Metal 1:
Bar = 20 µm. Supply wires on this layer in grey.
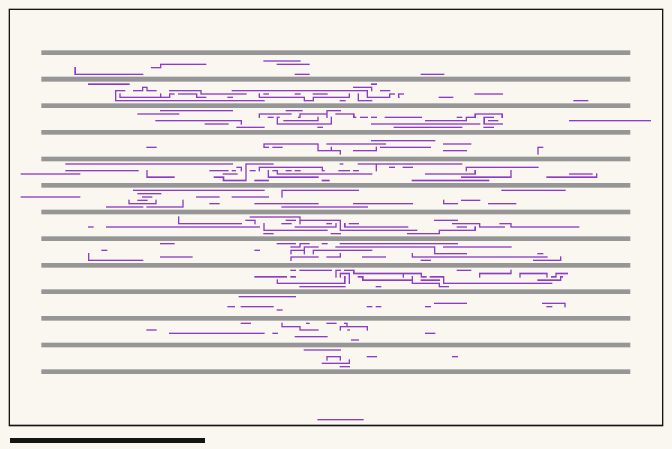
Met2 routing:
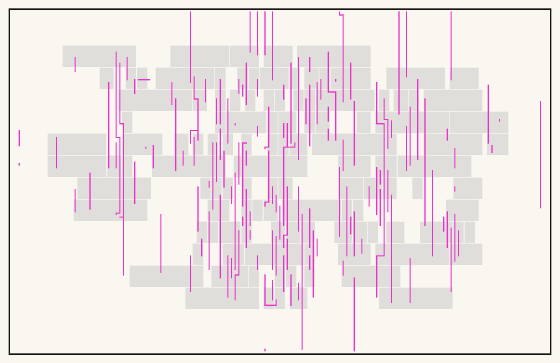
Met3 routing:
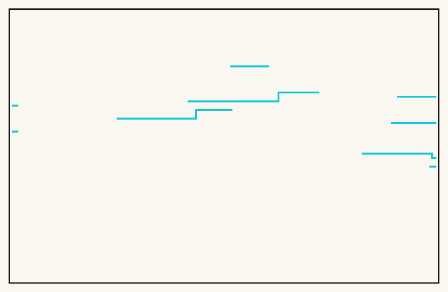
Cells coloured by class:
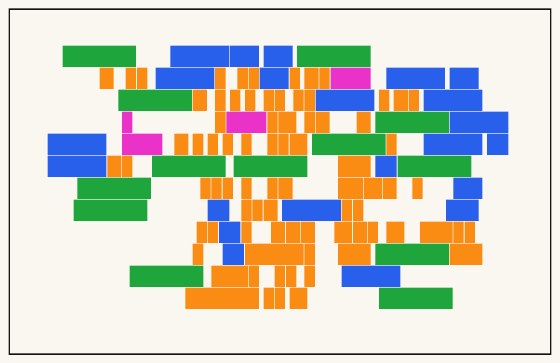
Track usage over the die:
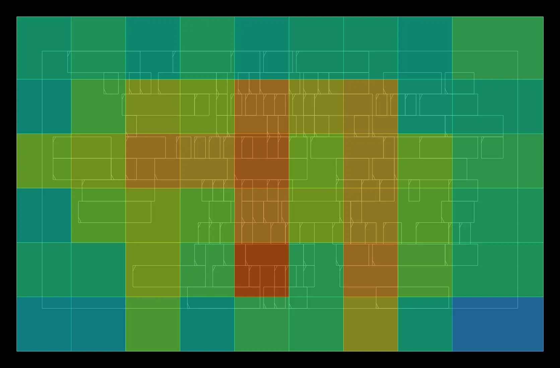
<file path="src/rtl/three_to_eight_decoder_seq.sv">
// Sequenced 3-to-8 decoder: accepts a code on valid/ready, drives its one-hot line
// for HOLD_CYCLES, then holds all lines low for GAP_CYCLES. Optional macro: DECODER_ILLEGAL_CODE_EN.
module three_to_eight_decoder_seq #(
    parameter int CODE_W      = 3,
    parameter int OUT_W       = 8,
    parameter int HOLD_CYCLES = 4,
    parameter int GAP_CYCLES  = 1
) (
    input  logic              clk,
    input  logic              rst_n,
    input  logic [CODE_W-1:0] din,
    input  logic              din_valid,
    output logic              din_ready,
    output logic [OUT_W-1:0]  dout,
    output logic              busy,
    output logic              done
`ifdef DECODER_ILLEGAL_CODE_EN
   ,output logic              err
`endif
);

    localparam int MAX_CNT = (HOLD_CYCLES > GAP_CYCLES) ? HOLD_CYCLES : GAP_CYCLES;
    localparam int CNT_W   = $clog2(MAX_CNT + 1);
    localparam logic [CNT_W-1:0] HOLD_LOAD = CNT_W'(HOLD_CYCLES - 1);
    localparam logic [CNT_W-1:0] GAP_LOAD  = CNT_W'((GAP_CYCLES > 0) ? GAP_CYCLES - 1 : 0);

    typedef enum logic [1:0] {
        ST_IDLE  = 2'd0,
        ST_DRIVE = 2'd1,
        ST_GAP   = 2'd2
    } state_t;

    state_t             state_q, state_d;
    logic [CNT_W-1:0]   cnt_q, cnt_d;
    logic [OUT_W-1:0]   dout_q, dout_d;
    logic [OUT_W-1:0]   code_onehot;
    logic               accept;
    logic               start_seq;

    // Codes at or above OUT_W decode to all-zero, which also marks them illegal.
    always_comb begin
        code_onehot = '0;
        for (int i = 0; i < OUT_W; i++) begin
            if (din == CODE_W'(i)) code_onehot[i] = 1'b1;
        end
    end

    assign accept = din_valid && din_ready;

`ifdef DECODER_ILLEGAL_CODE_EN
    logic err_q, err_d;

    assign start_seq = accept && (|code_onehot);
    assign err_d     = err_q | (accept && !(|code_onehot));
    assign err       = err_q;
`else
    assign start_seq = accept;
`endif

    always_comb begin
        // NOTE: every variable gets its hold value first so no path leaves it unassigned (no latch).
        state_d = state_q;
        cnt_d   = cnt_q;
        dout_d  = dout_q;
        case (state_q)
            ST_IDLE: begin
                if (start_seq) begin
                    state_d = ST_DRIVE;
                    cnt_d   = HOLD_LOAD;
                    dout_d  = code_onehot;
                end
            end
            ST_DRIVE: begin
                if (cnt_q == '0) begin
                    dout_d = '0;
                    if (GAP_CYCLES > 0) begin
                        state_d = ST_GAP;
                        cnt_d   = GAP_LOAD;
                    end else begin
                        state_d = ST_IDLE;
                    end
                end else begin
                    cnt_d = cnt_q - CNT_W'(1);
                end
            end
            ST_GAP: begin
                dout_d = '0;
                if (cnt_q == '0) state_d = ST_IDLE;
                else             cnt_d   = cnt_q - CNT_W'(1);
            end
            default: begin
                state_d = ST_IDLE;
                cnt_d   = '0;
                dout_d  = '0;
            end
        endcase
    end

    // NOTE: state registers use non-blocking assignments so every flop samples pre-edge values.
    always_ff @(posedge clk or negedge rst_n) begin
        if (!rst_n) begin
            state_q <= ST_IDLE;
            cnt_q   <= '0;
            dout_q  <= '0;
        end else begin
            state_q <= state_d;
            cnt_q   <= cnt_d;
            dout_q  <= dout_d;
        end
    end

`ifdef DECODER_ILLEGAL_CODE_EN
    always_ff @(posedge clk or negedge rst_n) begin
        if (!rst_n) err_q <= 1'b0;
        else        err_q <= err_d;
    end
`endif

    assign din_ready = (state_q == ST_IDLE);
    assign busy      = (state_q != ST_IDLE);
    assign dout      = dout_q;
    // The final cycle is the last GAP cycle, or the last DRIVE cycle when there is no gap.
    assign done      = (cnt_q == '0) &&
                       ((state_q == ST_GAP) || ((GAP_CYCLES == 0) && (state_q == ST_DRIVE)));

endmodule

</file>
<file path="config.mk">
export PLATFORM = sky130hd
export DESIGN_NAME = three_to_eight_decoder_seq
export DESIGN_NICKNAME = d
export VERILOG_FILES = /design/src/rtl/three_to_eight_decoder_seq.sv
export SDC_FILE = /design/constraint.sdc
export NUM_CORES = 1
export LEC_CHECK = 0
export ABC_AREA = 1
export CAP_MARGIN = 20
export CORE_ASPECT_RATIO = 0.6
export CORE_MARGIN = 3
export CORE_UTILIZATION = 32
export DETAILED_ROUTE_END_ITERATION = 7
export GPL_ROUTABILITY_DRIVEN = 1
export SYNTH_ARGS = -nofsm -noshare
export SYNTH_HDL_FRONTEND = slang
export SYNTH_SLANG_ARGS = --single-unit
export TNS_END_PERCENT = 50
</file>
<file path="constraint.sdc">
create_clock -name clk -period 1.4 [get_ports clk]
set_clock_uncertainty 0.1 [all_clocks]
set_input_delay 0.21 -clock clk [delete_from_list [all_inputs] [get_ports clk]]
set_output_delay 0.21 -clock clk [all_outputs]
set_load 0.05 [all_outputs]
</file>
==> qor.yml <==
run_status:
  status: "complete, but fails checks"
  violations: "negative setup slack"
yosys:
  synthDistinctLibCells: 15
  postSynthRegisterBits: 13
  ys_seq_share: 0.459
  area_of_the_mapped_netlist_um2: 708
  ys_warn_count: 0
final_layout:
  non_clock_buffer_area_share: 0.280
  sh_comb_area: 0.313
  number_of_flip_flops_under_the_largest_register_name: 8
  antennaDiodeCount: 0
  finalNetCount: 128
  fillerInstances: 175
  seq_cell_count: 13
  signal_buffers: 22
  areaGrowthSynthToFinish_pct: 61.0
  regArea_um2: 325
  post_layout_nonfiller_instances: 147
  seqAreaFraction: 0.285
  most_frequent_logic_cell_in_the_layout: "sky130_fd_sc_hd__nand2_1"
pwr:
  cellLeakagePower_nw: 0.538
  power.total_mw: 2.63
  comb_power_share: 0.636
  net_switching_power_mw: 1.22
  power.clock.fraction: 0.128
  power.share.sequential: 0.237
timing:
  worstMarginPinSlew_ns: 0.206
  share_of_the_cycle_needed_by_the_critical_path_after_routing: 1.07
  setup_viol: 2
  post-route-worst-setup-slack_ns: -0.0937
  achievable-frequency_mhz: 669
  slew_headroom: 0.863
  timing.final.max_slew_violations: 0
  timing.final.hold_violations: 0
  fin_tns_setup_ns: -0.160
worst_setup_path:
  critPathMaxStageDelay_ns: 0.39
  critPathMaxFanout: 8
  start_to_end_type_of_the_worst_setup_path: "flop to output pin"
  critPathArrivalTime_ns: 1.18
  regToRegSetupSlack_ns: 0.04
  ff2ff_path_depth: 7
  crit_path_cell_trace: "inv_2, ha_4, nand2_8, nor2_4, buf_12"
  timing.rr.end: "cnt_q[1]"
  worst_setup_path_start_kind: "flop"
  crit_required_ns: 1.09
run:
  openroad.warnings: 30
grt:
  globalRouteOverflowTotal: 0
  grt_max_degree: 17
  antenna_found_initial: 0
  vias_in_the_first_global_route: 640
die:
  chipWidth_um: 66.7
  ios: 17
  die.size.y_um: 42.4
  core_area_mm2: 0.00197
  nWellTaps: 28
  rows: 12
route:
  drt_wl_total_um: 1570
  drc: 0
  vias_per_cell: 4.35
placement:
  place.gp.congestion: 0.849
  preCtsSetupSlack_ns: -0.0562
  portBuffers: 16
  placedCellCount: 139
  placed_cell_area_mm2: 0.00103
clock_tree:
  clockBufferDepth: 2
  post_cts.repair.setup_buffers: 4
  clock_sinks: 13
  clk_latency_ns: 0.24
  cts_hold_repair.buffers: 0
  cts.clk_slew.worst_paths_ns: 0.05
  tritoncts: "done"
  h-tree-depth: 1
  clock-root-buffer: "sky130_fd_sc_hd__clkbuf_8"
Notes on 'metal 1' above:
115 nets have wire on it. The layer holds 48% of the routed length. The layer carries 758 µm of wire.

Notes on 'met2 routing' above:
The layer carries 735 µm of wire. The layer holds 47% of the routed length. The wires run mostly vertical. The longest straight run is 18.7 µm.

Notes on 'met3 routing' above:
The layer carries 73.2 µm of wire. The wires run mostly horizontal.

Notes on 'cells coloured by class' above:
Key: magenta = clock drivers and dummy loads [cells 4, share of their area 4.1%]; orange = combinational and other logic [cells 80, share of their area 38%]; green = flops [cells 13, share of their area 29%]; blue = other buffers and delay cells [cells 22, share of their area 29%]

Notes on 'track usage over the die' above:
routed length per instance: 10.7 µm
gr busiest metal: met2
share of the core filled with cells in the final layout: 0.580
global routing met1 resource utilization: 0.174
met2 Track Usage GR: 0.199

==> cells by family (layout without fill, tap and decap cells) <==
| logic type | Yosys count | after routing | synth area share |
|---|---|---|---|
| AND/OR/NAND/NOR | 52 | 52 | 0.327 |
| buffers and inverters | 16 | 41 | 0.0954 |
| flip-flops | 13 | 13 | 0.459 |
| AND-OR/OR-AND | 11 | 11 | 0.0830 |
| adder cells (fa/ha/maj) | 2 | 2 | 0.0353 |
==> worst max path at each step <==
stage / slack [ns] / end / cells after the start / startpoint
floorplan: -0.02 / dout[0] / 5 / state_q[0]
global placement: 0.03 / cnt_q[1] / 7 / cnt_q[0]
detailed placement: -0.06 / cnt_q[1] / 7 / cnt_q[0]
CTS: -0.09 / done / 5 / cnt_q[1]
global route: -0.16 / done / 5 / cnt_q[1]
finish: -0.09 / done / 5 / cnt_q[1]
==> cell usage after synthesis (all sizes together) <==
master | n | share of area
buf | 1 | 0.016
dfrtp | 13 | 0.46
ha | 2 | 0.035
inv | 15 | 0.080
nand2 | 37 | 0.22
nand3 | 5 | 0.035
nor2 | 10 | 0.074
o21ai | 11 | 0.083
==> routing by layer <==
metal  part of all wire  GRT usage
met5                  0          0
met4             0.0038     0.0243
met3              0.046     0.0509
met2               0.47      0.199
met1               0.48      0.174
==> critical path, delay by kind of cell (launching register included) <==
family	cells	cell delay, ns
adder cells (fa/ha/maj)	1	0.16
buffers and inverters	2	0.22
flip-flops	1	0.39
AND/OR/NAND/NOR	2	0.17
==> power by group through the flow <==
stage	sequential (mW)	clock, mW	combinational [mW]
2_1_floorplan	0.787	0	0.764
3_5_place_dp	0.626	0	1.51
3_3_place_gp	0.620	0	1.49
6_report	0.622	0.335	1.67
4_1_cts	0.623	0.341	1.64
5_1_grt	0.638	0.359	1.82
No activity file was given, so power comes from the tool's default toggle rates.
